**config.mk**
```make
export PLATFORM = sky130hd
export DESIGN_NAME = fir_unfold_serializer
export DESIGN_NICKNAME = d
export VERILOG_FILES = /design/src/rtl/fir_pkg.sv /design/src/rtl/word_fifo.sv /design/src/rtl/fir_unfold_serializer.sv
export SDC_FILE = /design/constraint.sdc
export NUM_CORES = 1
export LEC_CHECK = 0
export ABC_AREA = 1
export ABC_CLOCK_PERIOD_IN_PS = 2640
export CAP_MARGIN = 20
export CORE_UTILIZATION = 57
export DETAILED_ROUTE_END_ITERATION = 8
export PLACE_DENSITY = 0.86
export SYNTH_ARGS = -nofsm -noshare
export SYNTH_HDL_FRONTEND = slang
export SYNTH_SLANG_ARGS = --single-unit
```
**constraint.sdc**
```tcl
create_clock -name clk -period 2.64 [get_ports clk]
set_clock_uncertainty 0.1 [all_clocks]
set_input_delay 0.264 -clock clk [delete_from_list [all_inputs] [get_ports clk]]
set_output_delay 0.264 -clock clk [all_outputs]
set_load 0.005 [all_outputs]
```
**src/rtl/fir_pkg.sv**
```systemverilog
`default_nettype none
// ============================================================================
// fir_pkg : shared constants and lane-phase type for the unfolded FIR output
// Revision : 1.0
// ============================================================================
package fir_pkg;

    localparam int NBIT_DEF = 8;
    localparam int LANES    = 3;

    typedef enum logic [1:0] {
        LANE0 = 2'd0,
        LANE1 = 2'd1,
        LANE2 = 2'd2
    } lane_t;

endpackage
`default_nettype wire

```
**src/rtl/word_fifo.sv**
```systemverilog
`default_nettype none
// ============================================================================
// word_fifo : generic synchronous FIFO, head word readable without a pop
// Revision  : 1.0
// ============================================================================
module word_fifo #(
    parameter int WIDTH = 24,
    parameter int DEPTH = 4
) (
    input  logic             clk,
    input  logic             rst_n,
    input  logic             push,
    input  logic             pop,
    input  logic [WIDTH-1:0] wdata,
    output logic [WIDTH-1:0] rdata,
    output logic             full,
    output logic             empty
);

    localparam int PTR_W = $clog2(DEPTH);
    localparam int CNT_W = PTR_W + 1;
    localparam logic [CNT_W-1:0] CNT_FULL = CNT_W'(DEPTH);

    logic [WIDTH-1:0] mem_q [DEPTH];
    logic [PTR_W-1:0] wr_ptr_q, wr_ptr_d;
    logic [PTR_W-1:0] rd_ptr_q, rd_ptr_d;
    logic [CNT_W-1:0] count_q, count_d;

    always_comb begin
        wr_ptr_d = wr_ptr_q;
        rd_ptr_d = rd_ptr_q;
        count_d  = count_q;
        // DEPTH is a power of two, so pointer wrap is plain overflow.
        if (push) wr_ptr_d = wr_ptr_q + PTR_W'(1);
        if (pop)  rd_ptr_d = rd_ptr_q + PTR_W'(1);
        if (push && !pop)      count_d = count_q + CNT_W'(1);
        else if (pop && !push) count_d = count_q - CNT_W'(1);
    end

    always_ff @(posedge clk or negedge rst_n) begin
        if (!rst_n) begin
            wr_ptr_q <= '0;
            rd_ptr_q <= '0;
            count_q  <= '0;
        end else begin
            wr_ptr_q <= wr_ptr_d;
            rd_ptr_q <= rd_ptr_d;
            count_q  <= count_d;
        end
    end

    // Storage is deliberately left out of reset.
    always_ff @(posedge clk) begin
        if (push) mem_q[wr_ptr_q] <= wdata;
    end

    assign rdata = mem_q[rd_ptr_q];
    assign full  = (count_q == CNT_FULL);
    assign empty = (count_q == '0);

endmodule
`default_nettype wire

```
**src/rtl/fir_unfold_serializer.sv**
```systemverilog
`default_nettype none
// ============================================================================
// fir_unfold_serializer : 3-sample words in, one sample per handshake out
// Revision : 1.0
// ============================================================================
module fir_unfold_serializer
    import fir_pkg::*;
#(
    parameter int NBIT  = NBIT_DEF,
    parameter int DEPTH = 4
) (
    input  logic            clk,
    input  logic            rst_n,
    input  logic [NBIT-1:0] din3k,
    input  logic [NBIT-1:0] din3k1,
    input  logic [NBIT-1:0] din3k2,
    input  logic            vin,
    input  logic            ready,
    output logic [NBIT-1:0] dout,
    output logic            vout,
    output logic            full,
    output logic            empty,
    output logic            ovf
);

    localparam int WIDTH = LANES * NBIT;

    lane_t            phase_q, phase_d;
    logic             ovf_q, ovf_d;
    logic [WIDTH-1:0] head;
    logic             xfer, pop, push, drop;

    assign xfer = !empty && ready;
    assign pop  = xfer && (phase_q == LANE2);
    assign push = vin && (!full || pop);
    assign drop = vin && full && !pop;

    word_fifo #(
        .WIDTH (WIDTH),
        .DEPTH (DEPTH)
    ) u_fifo (
        .clk   (clk),
        .rst_n (rst_n),
        .push  (push),
        .pop   (pop),
        .wdata ({din3k2, din3k1, din3k}),
        .rdata (head),
        .full  (full),
        .empty (empty)
    );

    always_comb begin
        phase_d = phase_q;
        ovf_d   = ovf_q || drop;
        if (xfer) begin
            case (phase_q)
                LANE0:   phase_d = LANE1;
                LANE1:   phase_d = LANE2;
                default: phase_d = LANE0;
            endcase
        end
    end

    always_ff @(posedge clk or negedge rst_n) begin
        if (!rst_n) begin
            phase_q <= LANE0;
            ovf_q   <= 1'b0;
        end else begin
            phase_q <= phase_d;
            ovf_q   <= ovf_d;
        end
    end

    // Output mux sees only FIFO state and the phase flop, never the inputs.
    always_comb begin
        dout = '0;
        if (!empty) begin
            case (phase_q)
                LANE0:   dout = head[0*NBIT +: NBIT];
                LANE1:   dout = head[1*NBIT +: NBIT];
                default: dout = head[2*NBIT +: NBIT];
            endcase
        end
    end

    assign vout = !empty;
    assign ovf  = ovf_q;

endmodule
`default_nettype wire

```
**Clock routing**

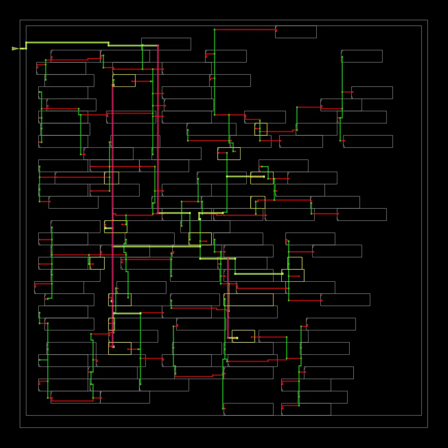
# clock sinks: 106
Clock Latency Late Sink: 0.37 ns
Clock Power: 0.993 mW
CTS Buf Count: 9
flop count: 106

**Register map, names as in the netlist**

Scale bar: 20 um. Other sequential cells in the stronger gray, the rest of the logic in the fainter gray.
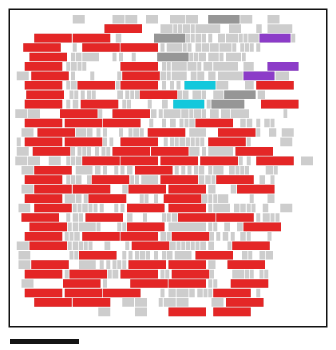
- purple: u_fifo.count_q (placed flops 3)
- red: u_fifo.mem_q (placed flops 96; where spread over the die)
- cyan: phase_q (placed flops 2)

**Cell classes on the final placement**

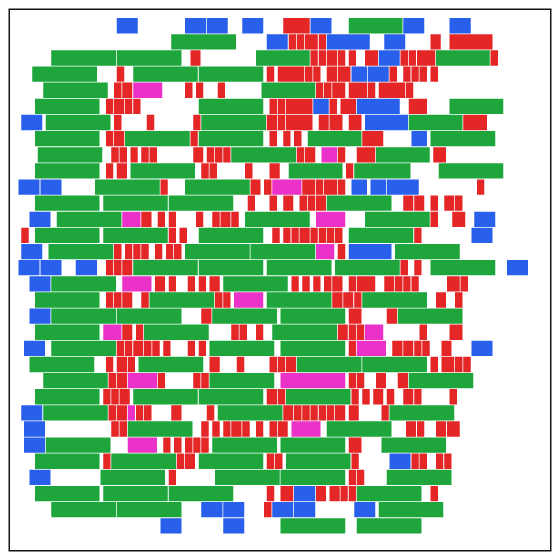
- blue: other buffers and delay cells (cells 49; share of their area 10%)
- red: all other logic (cells 288; share of their area 25%)
- magenta: clock drivers and dummy loads (cells 16; share of their area 3.9%)
- green: flip-flops (cells 106; share of their area 61%)
final instance area: 0.00529 mm^2
core area: 0.00769 mm^2
Seq/total area: 59.3%
placement row count: 32

**Clock network drawn from the DEF**

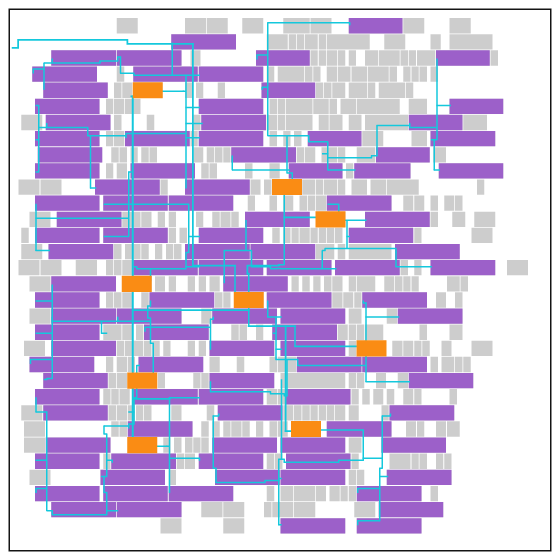
- orange: cells driving clock nets (count 9)
- purple: flip-flops (count 106)
- cyan: clock wires (length 1040 um)
- routed clock nets: 10
- flops lie: spread over the die
clock share of power: 17.1%

**Sizing map**

Scale bar: 20 um.
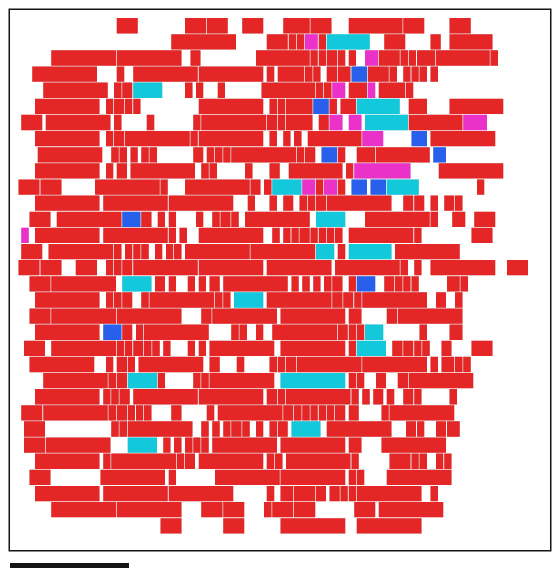
- blue: drive 3 to 4 (cells 10)
- red: drive 1 or less (cells 420)
- cyan: drive 6 and up (cells 17)
- magenta: drive 2 (cells 12)
area grow syn2layout: 17.0%
bufs w/o clock: 49
setup ws final: 0.107 ns

[metal layers]
| metal | vias up | part of all wire [%] | GRT usage, % |
|---|---|---|---|
| li1 | 1440 | - | - |
| met1 | 1456 | 41 | 29.8 |
| met2 | 116 | 51 | 39.8 |
| met3 | 22 | 5.5 | 3.60 |
| met4 | 0 | 2.6 | 10.4 |
| met5 | - | 0 | 0 |
[cells by family (layout without fill, tap and decap cells)]
group	count (synthesis)	in the layout	share of synthesized area (%)
buf+inv	56	104	5.51
simple gates	235	235	21.9
compound gates	3	3	0.388
mux	1	1	0.249
xor+xnor	4	4	0.775
fa+ha+maj	6	6	1.83
flops	106	106	69.3
[repair_timing]
item,4_1_cts,5_1_grt
gates resized,2,5
endpoints found under the setup margin,2,7
gates cloned,0,0
==> reports/results.tsv <==
metric	value	unit
outcome	completed	
fin_cells	561	
cts_max_level	3	
chipArea	0.00829	mm^2
lay_top_count	nand2_1	
slowest_delay	0.52	ns
startpoint_type	flip-flop	
dpl.hpwl	5.50	mm
syn_avg_cell_area	11.0	um^2
min_period_over_period	96.0	%
comb_cells	249	
dp_cells	545	
top_area_share	63.8	%
cp.depth	8	
synth_top_cell_by_area	edfxtp_1	
clk_share	3.79	%
clk_pin_slew	0.10	ns
r2r_cells	8	
p_per_area	1100	mW/mm^2
largest_cell_class	sequential cells	
nNetsFinal	488	
Power figures rest on the tool's default switching activity, not on a simulated workload.
